Fig. 1: metal 1
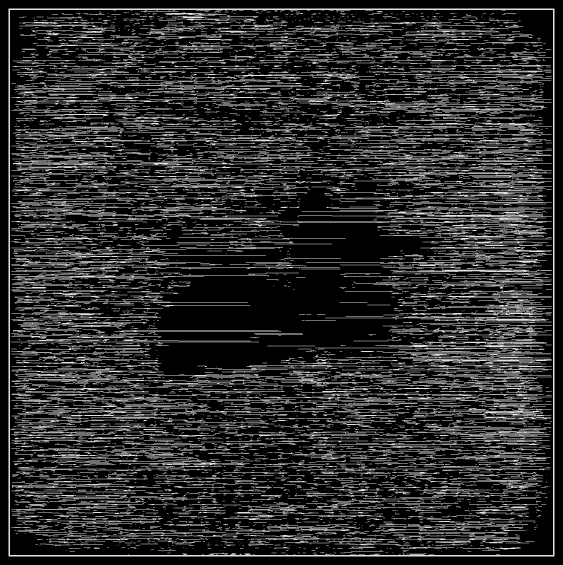
Fig. 2: met2 routing
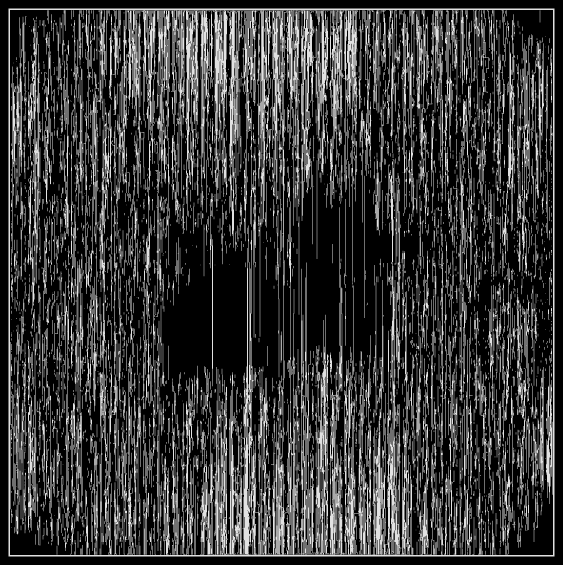
Fig. 3: signal wires on met3
Scale bar: 200 um.
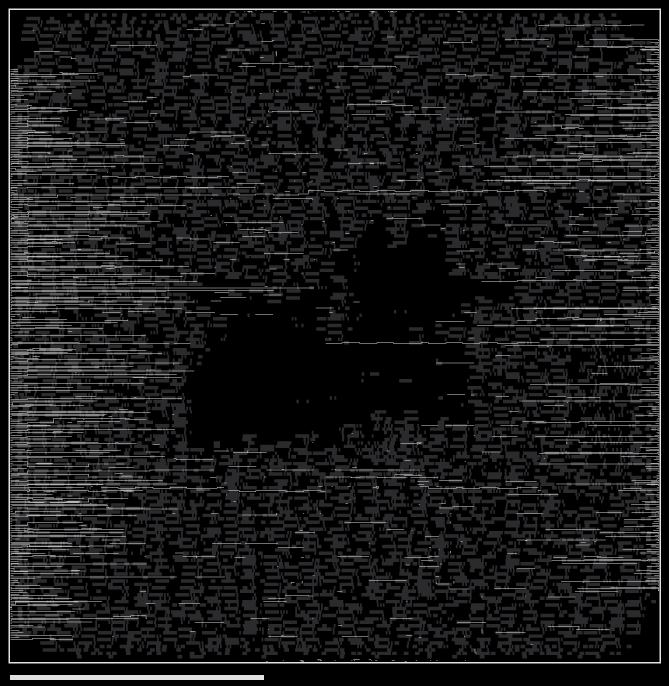
Fig. 4: track usage over the die
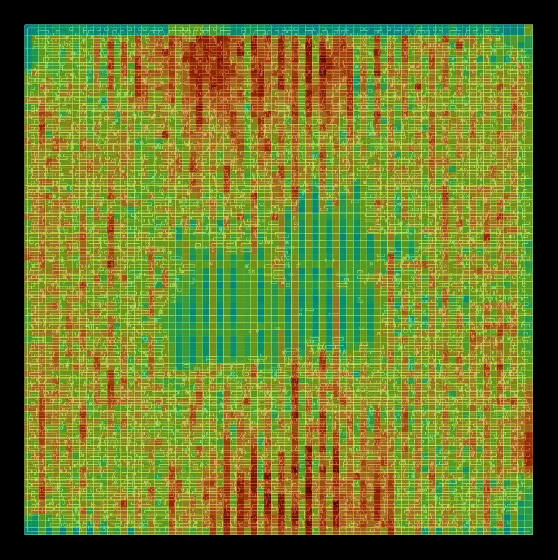
--- src/rtl/kan_tda_pkg.sv ---
// Shared definitions for the KAN PE feeder.
//   calc_spb : samples carried by one memory beat
//   calc_bpf : beats needed to fill one frame of PE samples
//   idx_w    : index width for a count of n items (minimum 1 bit)
//   kan_sample_t : one PE sample at the default sample width
package kan_tda_pkg;

    localparam int KAN_DATA_WIDTH = 16;

    typedef logic [KAN_DATA_WIDTH-1:0] kan_sample_t;

    function automatic int calc_spb(input int beat_w, input int data_w);
        return beat_w / data_w;
    endfunction

    function automatic int calc_bpf(input int num_pes, input int spb);
        return num_pes / spb;
    endfunction

    function automatic int idx_w(input int n);
        return (n > 1) ? $clog2(n) : 1;
    endfunction

endpackage

--- src/rtl/kan_feeder_bank.sv ---
// One frame buffer of NUM_PES samples, written a beat at a time.
//   clk       : clock
//   we        : write beat_data into beat slot beat_idx
//   beat_idx  : beat slot, covers lanes beat_idx*SPB .. beat_idx*SPB+SPB-1
//   beat_data : packed samples of one beat
//   rd_data   : whole frame, PE p at [p*DATA_WIDTH +: DATA_WIDTH]
// Contents are deliberately not reset; the owner tracks validity.
module kan_feeder_bank
    import kan_tda_pkg::*;
#(
    parameter int NUM_PES    = 64,
    parameter int DATA_WIDTH = 16,
    parameter int BEAT_WIDTH = 256,
    localparam int BPF       = calc_bpf(NUM_PES, calc_spb(BEAT_WIDTH, DATA_WIDTH)),
    localparam int BI_W      = idx_w(BPF)
) (
    input  logic                          clk,
    input  logic                          we,
    input  logic [BI_W-1:0]               beat_idx,
    input  logic [BEAT_WIDTH-1:0]         beat_data,
    output logic [NUM_PES*DATA_WIDTH-1:0] rd_data
);

    // One register per beat slot so each slot has a single writer.
    for (genvar b = 0; b < BPF; b++) begin : gen_slot
        logic [BEAT_WIDTH-1:0] seg;

        always_ff @(posedge clk) begin
            if (we && beat_idx == BI_W'(b))
                seg <= beat_data;
        end

        assign rd_data[b*BEAT_WIDTH +: BEAT_WIDTH] = seg;
    end

endmodule

--- src/rtl/kan_pe_feeder.sv ---
// Unpacks memory read beats into double-buffered frames for the KAN PE array.
//   ui_clk, ui_rst_n        : clock, async active-low reset
//   in_data/valid/last/ready: beat stream, in_last on the final beat of a frame
//   out_data/valid/ready    : frame handshake toward the PE array
//   flush                   : drop all buffered and partial frames
//   err_clear, frame_error  : sticky framing error and its clear
//   frame_count             : frames delivered, wraps at 2^32
module kan_pe_feeder
    import kan_tda_pkg::*;
#(
    parameter int NUM_PES    = 64,
    parameter int DATA_WIDTH = 16,
    parameter int BEAT_WIDTH = 256
) (
    input  logic                          ui_clk,
    input  logic                          ui_rst_n,
    input  logic [BEAT_WIDTH-1:0]         in_data,
    input  logic                          in_valid,
    input  logic                          in_last,
    output logic                          in_ready,
    output logic [NUM_PES*DATA_WIDTH-1:0] out_data,
    output logic                          out_valid,
    input  logic                          out_ready,
    input  logic                          flush,
    input  logic                          err_clear,
    output logic                          frame_error,
    output logic [31:0]                   frame_count
);

    localparam int SPB  = calc_spb(BEAT_WIDTH, DATA_WIDTH);
    localparam int BPF  = calc_bpf(NUM_PES, SPB);
    localparam int BC_W = idx_w(BPF);
    localparam int FW   = NUM_PES * DATA_WIDTH;

    logic [1:0]        full;
    logic              wb, rb;
    logic [BC_W-1:0]   bc;
    logic [1:0][FW-1:0] bank_rd;

    logic accept, drain, last_beat, bad_frame;

    assign in_ready  = !full[wb] && !flush;
    assign out_valid = full[rb];
    assign out_data  = bank_rd[rb];

    assign accept    = in_valid && in_ready;
    assign drain     = out_valid && out_ready && !flush;
    assign last_beat = (bc == BC_W'(BPF-1));
    // in_last must coincide exactly with the final beat slot
    assign bad_frame = accept && (in_last != last_beat);

    for (genvar g = 0; g < 2; g++) begin : gen_bank
        kan_feeder_bank #(
            .NUM_PES   (NUM_PES),
            .DATA_WIDTH(DATA_WIDTH),
            .BEAT_WIDTH(BEAT_WIDTH)
        ) u_bank (
            .clk      (ui_clk),
            .we       (accept && (wb == 1'(g))),
            .beat_idx (bc),
            .beat_data(in_data),
            .rd_data  (bank_rd[g])
        );
    end

    // Fill and drain never target the same bank: a fill needs !full[wb],
    // a drain needs full[rb], so both element updates can coexist.
    always_ff @(posedge ui_clk or negedge ui_rst_n) begin
        if (!ui_rst_n) begin
            full        <= '0;
            wb          <= 1'b0;
            rb          <= 1'b0;
            bc          <= '0;
            frame_count <= '0;
        end else if (flush) begin
            full <= '0;
            wb   <= 1'b0;
            rb   <= 1'b0;
            bc   <= '0;
        end else begin
            if (accept) begin
                if (in_last && last_beat) begin
                    full[wb] <= 1'b1;
                    wb       <= ~wb;
                    bc       <= '0;
                end else if (!in_last && !last_beat) begin
                    bc <= bc + 1'b1;
                end else begin
                    bc <= '0;   // framing error: partial frame is dropped
                end
            end
            if (drain) begin
                full[rb]    <= 1'b0;
                rb          <= ~rb;
                frame_count <= frame_count + 32'd1;
            end
        end
    end

    // A new error outranks a clear in the same cycle.
    always_ff @(posedge ui_clk or negedge ui_rst_n) begin
        if (!ui_rst_n)
            frame_error <= 1'b0;
        else if (bad_frame)
            frame_error <= 1'b1;
        else if (err_clear)
            frame_error <= 1'b0;
    end

endmodule

--- config.mk ---
export PLATFORM = sky130hd
export DESIGN_NAME = kan_pe_feeder
export DESIGN_NICKNAME = d
export VERILOG_FILES = /design/src/rtl/kan_tda_pkg.sv /design/src/rtl/kan_feeder_bank.sv /design/src/rtl/kan_pe_feeder.sv
export SDC_FILE = /design/constraint.sdc
export NUM_CORES = 2
export LEC_CHECK = 0
export ABC_AREA = 1
export CELL_PAD_IN_SITES_DETAIL_PLACEMENT = 1
export CELL_PAD_IN_SITES_GLOBAL_PLACEMENT = 2
export CORE_AREA = 2 2 510 512
export CTS_BUF_LIST = sky130_fd_sc_hd__clkbuf_8
export DETAILED_ROUTE_END_ITERATION = 8
export DIE_AREA = 0 0 512 514
export GPL_TIMING_DRIVEN = 0
export PLACE_DENSITY_LB_ADDON = 0.1
export SLEW_MARGIN = 10
export SYNTH_ARGS = -nofsm -noshare
export SYNTH_HDL_FRONTEND = slang
export SYNTH_SLANG_ARGS = --single-unit
--- constraint.sdc ---
create_clock -name ui_clk -period 23.6 [get_ports ui_clk]
set_input_delay 3.54 -clock ui_clk [delete_from_list [all_inputs] [get_ports ui_clk]]
set_output_delay 3.54 -clock ui_clk [all_outputs]
set_load 0.005 [all_outputs]
==> out/metrics.yaml <==
outcome:
  outcome: "finished, final reports clean"
pwr:
  p_comb_share_pct: 5.5
  intPower_w: 0.005902
  power.group.top: "registers"
floorplanning:
  die_width_um: 512
cells_and_area:
  fillers: 27010
  layout.nets: 7759
  drive_gt1_share_pct: 8.171
  post-route-util_pct: 39.93
sta:
  max_slew.worst_pin.slew_ns: 1.052
logic_synthesis:
  top_cell_area_share_pct: 80.68
  ys_sh_xor_pct: 0.2068
  yosys.area_share.simple_pct: 16.18
  syn_inst: 5662
  synth_cell_types: 25
clocking:
  h-tree-depth: 5
  insertion_delay_ns: 1.07
setup_path:
  slowest_delay_ns: 0.60
  critical_path.cell_chain: "clkdlybuf4s50_1, clkinv_1, nand2_1, a21oi_1, clkdlybuf4s50_1"
  rrSetupSlack_ns: 20.48
detailed_routing:
  m1WireLength_um: 116900
  drtAntennaViolNets: 0
global_route:
  antenna_found_initial: 64
-- Fig. 1 (at the start) --
- longest straight run: 172 um
- wire length on this layer: 117 mm
- share of all routed wire: 39%
- main direction: horizontal
met1 usage: 25.72%
final wirelength: 301500 um

-- Fig. 2 (at the start) --
- longest straight run: 251 um
- share of all routed wire: 48%
- wire length on this layer: 145 mm

-- Fig. 3 (at the start) --
- wire length on this layer: 27.0 mm
- nets with wire on the layer: 835
- longest straight run: 238 um
GR Util met3: 8.935%
total number of vias: 50340

-- Fig. 4 (at the start) --
routed length per instance: 26.94 um
met2 Use GR: 37.75%

Power figures rest on the tool's default switching activity, not on a simulated workload.
